<file path="src/rtl/out_port_arbiter_pkg.sv">
// Shared definitions for the output-port arbiter: default sizes, flit layout
// helpers and the two-state FSM encoding.
package out_port_arbiter_pkg;

    localparam int DEF_DATA_SIZE = 8;
    localparam int DEF_ADDR_SIZE = 4;
    localparam int DEF_IN_PORTS  = 5;

    // FSM encodings kept as plain constants so older code can compare raw bits
    localparam logic [0:0] ST_IDLE   = 1'b0;
    localparam logic [0:0] ST_LOCKED = 1'b1;

    // Flit = {tail, addr, data}
    function automatic int flit_width(input int data_size, input int addr_size);
        return data_size + addr_size + 1;
    endfunction

    // The tail flag is the MSB of the flit
    function automatic int tail_index(input int data_size, input int addr_size);
        return data_size + addr_size;
    endfunction

    // Width of a port index; a single port still needs one bit to hold 0
    function automatic int ptr_width(input int n);
        return (n > 1) ? $clog2(n) : 1;
    endfunction

endpackage

</file>
<file path="src/rtl/out_port_arbiter_if.sv">
// Handshake bundle between the input FIFOs, the arbiter and the downstream link.
// master = side that owns the FIFOs and the downstream link, slave = arbiter.
interface out_port_arbiter_if
    import out_port_arbiter_pkg::*;
#(
    parameter int IN_PORTS  = DEF_IN_PORTS,
    parameter int FLIT_SIZE = flit_width(DEF_DATA_SIZE, DEF_ADDR_SIZE)
);

    logic [IN_PORTS-1:0]           req_i;
    logic [IN_PORTS-1:0]           wr_ready_in;
    logic [IN_PORTS*FLIT_SIZE-1:0] data_i;
    logic [IN_PORTS-1:0]           r_ready_out;
    logic [FLIT_SIZE-1:0]          data_o;
    logic                          wr_ready_out;
    logic                          r_ready_in;
    logic [IN_PORTS-1:0]           grant_o;
    logic [31:0]                   pkt_cnt;

    modport master (
        output req_i, wr_ready_in, data_i, r_ready_in,
        input  r_ready_out, data_o, wr_ready_out, grant_o, pkt_cnt
    );

    modport slave (
        input  req_i, wr_ready_in, data_i, r_ready_in,
        output r_ready_out, data_o, wr_ready_out, grant_o, pkt_cnt
    );

endinterface

</file>
<file path="src/rtl/out_port_arbiter_rr_pick.sv">
// Combinational round-robin picker: first set candidate at or after ptr,
// wrapping around. The candidate vector is doubled so the wrap becomes a
// plain lowest-set-bit search over the masked upper part.
module out_port_arbiter_rr_pick
    import out_port_arbiter_pkg::*;
#(
    parameter int IN_PORTS = DEF_IN_PORTS,
    parameter int PTR_W    = ptr_width(DEF_IN_PORTS)
) (
    input  logic [IN_PORTS-1:0] cand,
    input  logic [PTR_W-1:0]    ptr,
    output logic [IN_PORTS-1:0] onehot,
    output logic                any
);

    logic [2*IN_PORTS-1:0] dbl_masked;
    logic                  found;

    // Clear lower-copy bits below ptr so the search starts at ptr
    always_comb begin
        dbl_masked = {cand, cand};
        for (int i = 0; i < IN_PORTS; i++) begin
            if (i < int'(ptr)) begin
                dbl_masked[i] = 1'b0;
            end
        end
    end

    // Lowest set bit of the masked double vector, folded back to a port index
    always_comb begin
        onehot = '0;
        found  = 1'b0;
        for (int i = 0; i < 2*IN_PORTS; i++) begin
            if (dbl_masked[i] && !found) begin
                onehot[i % IN_PORTS] = 1'b1;
                found = 1'b1;
            end
        end
    end

    assign any = |cand;

endmodule

</file>
<file path="src/rtl/out_port_arbiter.sv">
// Wormhole round-robin arbiter for one switch output port. A winner keeps the
// output from head flit to tail flit; flits pass through a one-entry output
// register toward the downstream link. Also counts forwarded packets.
module out_port_arbiter
    import out_port_arbiter_pkg::*;
#(
    parameter int DATA_SIZE = DEF_DATA_SIZE,
    parameter int ADDR_SIZE = DEF_ADDR_SIZE,
    parameter int IN_PORTS  = DEF_IN_PORTS
) (
    input  logic             clk,
    input  logic             a_rst,
    out_port_arbiter_if.slave port_bus
);

    localparam int FLIT_SIZE = flit_width(DATA_SIZE, ADDR_SIZE);
    localparam int TAIL_BIT  = tail_index(DATA_SIZE, ADDR_SIZE);
    localparam int PTR_W     = ptr_width(IN_PORTS);

    logic [0:0]           state;
    logic [PTR_W-1:0]     rr_ptr;
    logic [PTR_W-1:0]     owner;
    logic [PTR_W-1:0]     pick_idx;
    logic [PTR_W-1:0]     next_ptr;
    logic [IN_PORTS-1:0]  grant_r;
    logic [IN_PORTS-1:0]  cand;
    logic [IN_PORTS-1:0]  pick_onehot;
    logic                 pick_any;
    logic [FLIT_SIZE-1:0] owner_flit;
    logic [FLIT_SIZE-1:0] data_r;
    logic                 valid_r;
    logic [31:0]          pkt_cnt_r;
    logic                 owner_ready;
    logic                 owner_tail;
    logic                 accept;

    assign cand = port_bus.req_i & port_bus.wr_ready_in;

    out_port_arbiter_rr_pick #(
        .IN_PORTS (IN_PORTS),
        .PTR_W    (PTR_W)
    ) u_rr_pick (
        .cand   (cand),
        .ptr    (rr_ptr),
        .onehot (pick_onehot),
        .any    (pick_any)
    );

    // Convert the picker's one-hot result into the owner index
    always_comb begin
        pick_idx = '0;
        for (int i = 0; i < IN_PORTS; i++) begin
            if (pick_onehot[i]) begin
                pick_idx = PTR_W'(i);
            end
        end
    end

    // Select the owner's FIFO-head flit and valid using the one-hot grant
    always_comb begin
        owner_flit  = '0;
        owner_ready = 1'b0;
        for (int i = 0; i < IN_PORTS; i++) begin
            if (grant_r[i]) begin
                owner_flit  = port_bus.data_i[i*FLIT_SIZE +: FLIT_SIZE];
                owner_ready = port_bus.wr_ready_in[i];
            end
        end
    end

    // A flit moves when the owner has one and the output register has room
    assign owner_tail = owner_flit[TAIL_BIT];
    assign accept     = (state == ST_LOCKED) && owner_ready && (!valid_r || port_bus.r_ready_in);
    assign next_ptr   = (owner == PTR_W'(IN_PORTS - 1)) ? '0 : owner + PTR_W'(1);

    // Arbitrate in IDLE, hold the grant in LOCKED until the tail is accepted
    always_ff @(posedge clk or posedge a_rst) begin
        if (a_rst) begin
            state   <= ST_IDLE;
            rr_ptr  <= '0;
            owner   <= '0;
            grant_r <= '0;
        end else begin
            case (state)
                ST_IDLE: begin
                    if (pick_any) begin
                        grant_r <= pick_onehot;
                        owner   <= pick_idx;
                        state   <= ST_LOCKED;
                    end
                end
                ST_LOCKED: begin
                    if (accept && owner_tail) begin
                        grant_r <= '0;
                        rr_ptr  <= next_ptr;
                        state   <= ST_IDLE;
                    end
                end
                default: state <= ST_IDLE;
            endcase
        end
    end

    // One-entry output register; drains and reloads in the same cycle
    always_ff @(posedge clk or posedge a_rst) begin
        if (a_rst) begin
            data_r  <= '0;
            valid_r <= 1'b0;
        end else if (accept) begin
            data_r  <= owner_flit;
            valid_r <= 1'b1;
        end else if (port_bus.r_ready_in) begin
            valid_r <= 1'b0;
        end
    end

    // Count every accepted tail flit, wrapping naturally at 2^32
    always_ff @(posedge clk or posedge a_rst) begin
        if (a_rst) begin
            pkt_cnt_r <= '0;
        end else if (accept && owner_tail) begin
            pkt_cnt_r <= pkt_cnt_r + 32'd1;
        end
    end

    assign port_bus.r_ready_out  = grant_r & {IN_PORTS{accept}};
    assign port_bus.data_o       = data_r;
    assign port_bus.wr_ready_out = valid_r;
    assign port_bus.grant_o      = grant_r;
    assign port_bus.pkt_cnt      = pkt_cnt_r;

endmodule

</file>
<file path="src/flat_wrapper.sv">
// flat-port wrapper written by rule: the top's interface ports become plain ports
module out_port_arbiter_flat import out_port_arbiter_pkg::*;
#(
    parameter int DATA_SIZE = DEF_DATA_SIZE,
    parameter int ADDR_SIZE = DEF_ADDR_SIZE,
    parameter int IN_PORTS  = DEF_IN_PORTS
)
  (clk, a_rst, port_bus_req_i, port_bus_wr_ready_in, port_bus_data_i, port_bus_r_ready_in, port_bus_r_ready_out, port_bus_data_o, port_bus_wr_ready_out, port_bus_grant_o, port_bus_pkt_cnt);
  out_port_arbiter_if #(.IN_PORTS(IN_PORTS), .FLIT_SIZE(((8) + (4) + 1))) port_bus_i ();
  input  logic clk;
  input  logic a_rst;
  input wire logic [$bits(port_bus_i.req_i)-1:0] port_bus_req_i;
  input wire logic [$bits(port_bus_i.wr_ready_in)-1:0] port_bus_wr_ready_in;
  input wire logic [$bits(port_bus_i.data_i)-1:0] port_bus_data_i;
  input wire logic [$bits(port_bus_i.r_ready_in)-1:0] port_bus_r_ready_in;
  output wire logic [$bits(port_bus_i.r_ready_out)-1:0] port_bus_r_ready_out;
  output wire logic [$bits(port_bus_i.data_o)-1:0] port_bus_data_o;
  output wire logic [$bits(port_bus_i.wr_ready_out)-1:0] port_bus_wr_ready_out;
  output wire logic [$bits(port_bus_i.grant_o)-1:0] port_bus_grant_o;
  output wire logic [$bits(port_bus_i.pkt_cnt)-1:0] port_bus_pkt_cnt;
  assign port_bus_i.req_i = port_bus_req_i;
  assign port_bus_i.wr_ready_in = port_bus_wr_ready_in;
  assign port_bus_i.data_i = port_bus_data_i;
  assign port_bus_i.r_ready_in = port_bus_r_ready_in;
  assign port_bus_r_ready_out = port_bus_i.r_ready_out;
  assign port_bus_data_o = port_bus_i.data_o;
  assign port_bus_wr_ready_out = port_bus_i.wr_ready_out;
  assign port_bus_grant_o = port_bus_i.grant_o;
  assign port_bus_pkt_cnt = port_bus_i.pkt_cnt;
  out_port_arbiter #(.DATA_SIZE(DATA_SIZE), .ADDR_SIZE(ADDR_SIZE), .IN_PORTS(IN_PORTS)) u_core (.clk(clk), .a_rst(a_rst), .port_bus(port_bus_i));
endmodule
</file>
<file path="config.mk">
export PLATFORM = sky130hd
export DESIGN_NAME = out_port_arbiter_flat
export DESIGN_NICKNAME = d
export VERILOG_FILES = /design/src/rtl/out_port_arbiter_pkg.sv /design/src/rtl/out_port_arbiter_if.sv /design/src/rtl/out_port_arbiter_rr_pick.sv /design/src/rtl/out_port_arbiter.sv /design/src/flat_wrapper.sv
export SDC_FILE = /design/constraint.sdc
export NUM_CORES = 1
export LEC_CHECK = 0
export ABC_AREA = 1
export CORE_MARGIN = 4
export CORE_UTILIZATION = 46
export DETAILED_ROUTE_END_ITERATION = 10
export MAX_ROUTING_LAYER = met4
export PLACE_DENSITY = 0.82
export SYNTH_ARGS = -nofsm -noshare
export SYNTH_HDL_FRONTEND = slang
export SYNTH_SLANG_ARGS = --single-unit
</file>
<file path="constraint.sdc">
create_clock -name clk -period 2.4 [get_ports clk]
set_clock_uncertainty 0.1 [all_clocks]
set_input_delay 0.24 -clock clk [delete_from_list [all_inputs] [get_ports clk]]
set_output_delay 0.24 -clock clk [all_outputs]
set_load 0.02 [all_outputs]
</file>
Fig. 1: drive-strength map
Bar = 20 um.
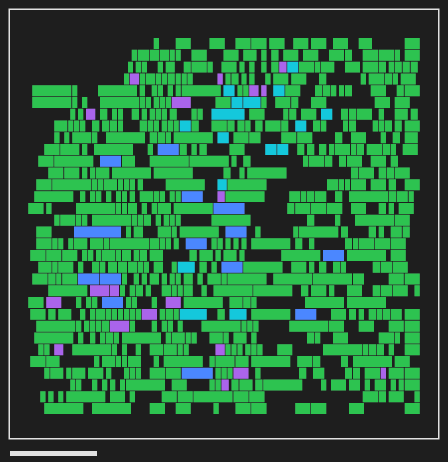
Key: green = _0 and _1 cells [cells 622, share 93%]; cyan = _3 and _4 cells [cells 16, share 2.4%]; purple = _2 cells [cells 19, share 2.8%]; blue = _6 and larger [cells 14, share 2.1%]
P&R area growth vs syn: 43.0%
worst setup margin: 0.145 ns
number of non-clock buffers in the layout: 145
Finished Cell Area: 0.00543 mm2

Fig. 2: routed clock nets over the placement
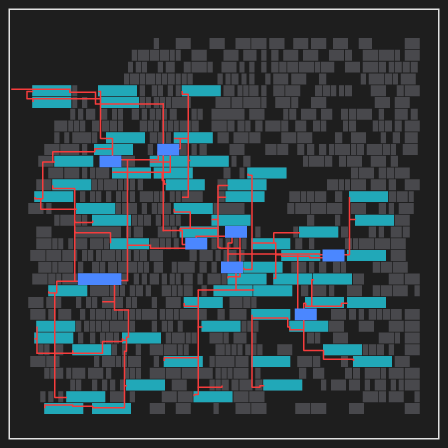
Key: red = clock wires [length 808 um]; blue = clock drivers [count 9]; cyan = flip-flops [count 58]
There are 10 routed clock nets.
Latency at later pin: 0.33 ns
clock group power: 899 uW

-- area by class of cell --
class / count / area (um2)
clock buffer: 11 / 151
clock inverter: 3 / 40.0
fill: 665 / 2460
inverter: 31 / 120
multi-input combinational: 423 / 2100
sequential: 58 / 1450
tap: 102 / 128
timing repair buffer: 145 / 1440
-- power by group --
part	total (mW)	leakage [nW]	switching, mW	internal (mW)
Combinational	0.183	1.54	0.0625	0.121
Sequential	0.978	0.806	0.0000000000000000274	0.978
Clock	0.899	0.101	0.378	0.521
Total	2.06	2.44	0.440	1.62
-- sequential cells by signal, summed over array words and instances, names as in the netlist --
register and flops:
u_core.port_bus.pkt_cnt 32, u_core.port_bus.data_o 13, u_core.port_bus.grant_o 5, u_core.owner 3
u_core.rr_ptr 3, u_core.port_bus.wr_ready_out 1, u_core.state 1
-- stage by stage --
step,instance area [um2],cells
final,5430,773
after global routing,5430,773
after CTS,5430,773
after detailed placement,5250,759
after global placement,5250,759
after floorplan,3800,535
-- kinds of logic after synthesis --
group / synth area share
simple gates: 0.353
compound gates: 0.123
fa+ha+maj: 0.00988
xor+xnor: 0.0669
buf+inv: 0.0652
flops: 0.382
-- worst paths after layout --
check / from / to / slack, ns / cells past startpoint
hold reg to reg: u_core.port_bus.data_o[11] / u_core.port_bus.data_o[11] / 0.38 / 2
hold / removal: a_rst / u_core.port_bus.data_o[9] / 0.17 / 2
setup reg to reg: u_core.port_bus.grant_o[1] / u_core.port_bus.pkt_cnt[31] / 0.34 / 10
max in group asynchronous: a_rst / u_core.port_bus.pkt_cnt[28] / 1.45 / 3
min in group clk: u_core.port_bus.data_o[11] / u_core.port_bus.data_o[11] / 0.38 / 2
setup / recovery: u_core.port_bus.grant_o[1] / port_bus_r_ready_out[0] / 0.15 / 9
==> results.toml <==
# generated from flow reports
[routing]
wl_met2_um = 6120
dr.pass1.iters = 6
top_layer = "met4"
avgRoutedWirePerCell_um = 16.3
vias = 4173
met3WireLength_um = 975
wl_um = 12600
drt_iter0_drc = 312

[placed_design]
gp_congestion = 0.932
place_hpwl_um = 9240
io_buffers = 133

[grt]
grt_pass1_wl_um = 20400
grt_max_degree = 39
grt_overflow = 0
antenna_found_initial = 0
grt_use_met1 = 0.338

[sta]
finalHoldWorstSlack_ns = 0.174
slew_violations = 0
fmax_ghz = 0.444
worst_pin_slew_ns = 0.511
hold_violations = 0
relSlewSlack = 0.659
finalSetupTns_ns = 0

[worst_setup_path]
path_cells = "a21oi_1, nand2_1, o211ai_1, nand2_1, nand2_2, nor2_4, inv_1, nor2_1, dlygate4sd2_1"
cp_max_fo = 6
crit_type = "reg2out"
cp.required_ns = 2.06
cp_top_family = "buffers and inverters"
crit_top_cell = "nand2_1"

[cts]
clock_path_buffers = 2
cts_setup_buffers = 0
cts_resized = 5
cts_root_buffer = "clkbuf_8"
htree_levels = 3
cts_made_buffers = 9
hold_buffers = 0

[yosys]
syn_area_per_cell_um2 = 7.10
yosysCellCount = 535
netlist_area_mm2 = 0.00380
area_leaders = "dfrtp_1, nand2_1, o21ai_0, xnor2_1, nand3_1"
ys_chip_area_mm2 = 0.00380
yosysMostFrequentCell = "nand2_1"
ys_seq_frac = 0.382
yosys_most_used_dff = "dfrtp_1"
edf_count = 0

[worst_hold_path]
hold_path_class = "in2async"

[floorplan]
die_h_um = 98.9
rows = 32
ios = 134
die_w_um = 98.9
core_area_mm2 = 0.00789

[flow_run]
tool_warnings = 27
maxCapViolCount = 0

[run_status]
status = "complete, no violations"

[final_layout]
final_layout_top_logic_cells = "nand2_1, clkdlybuf4s50_1, dfrtp_1"
fin_nets = 749
lay_top_count = "nand2_1"
drive_gt1_frac = 0.0730

[pwr]
total_leakage_power_nw = 2.44
max-vdd-ir-drop_mv = 0.438
Power figures rest on the tool's default switching activity, not on a simulated workload.
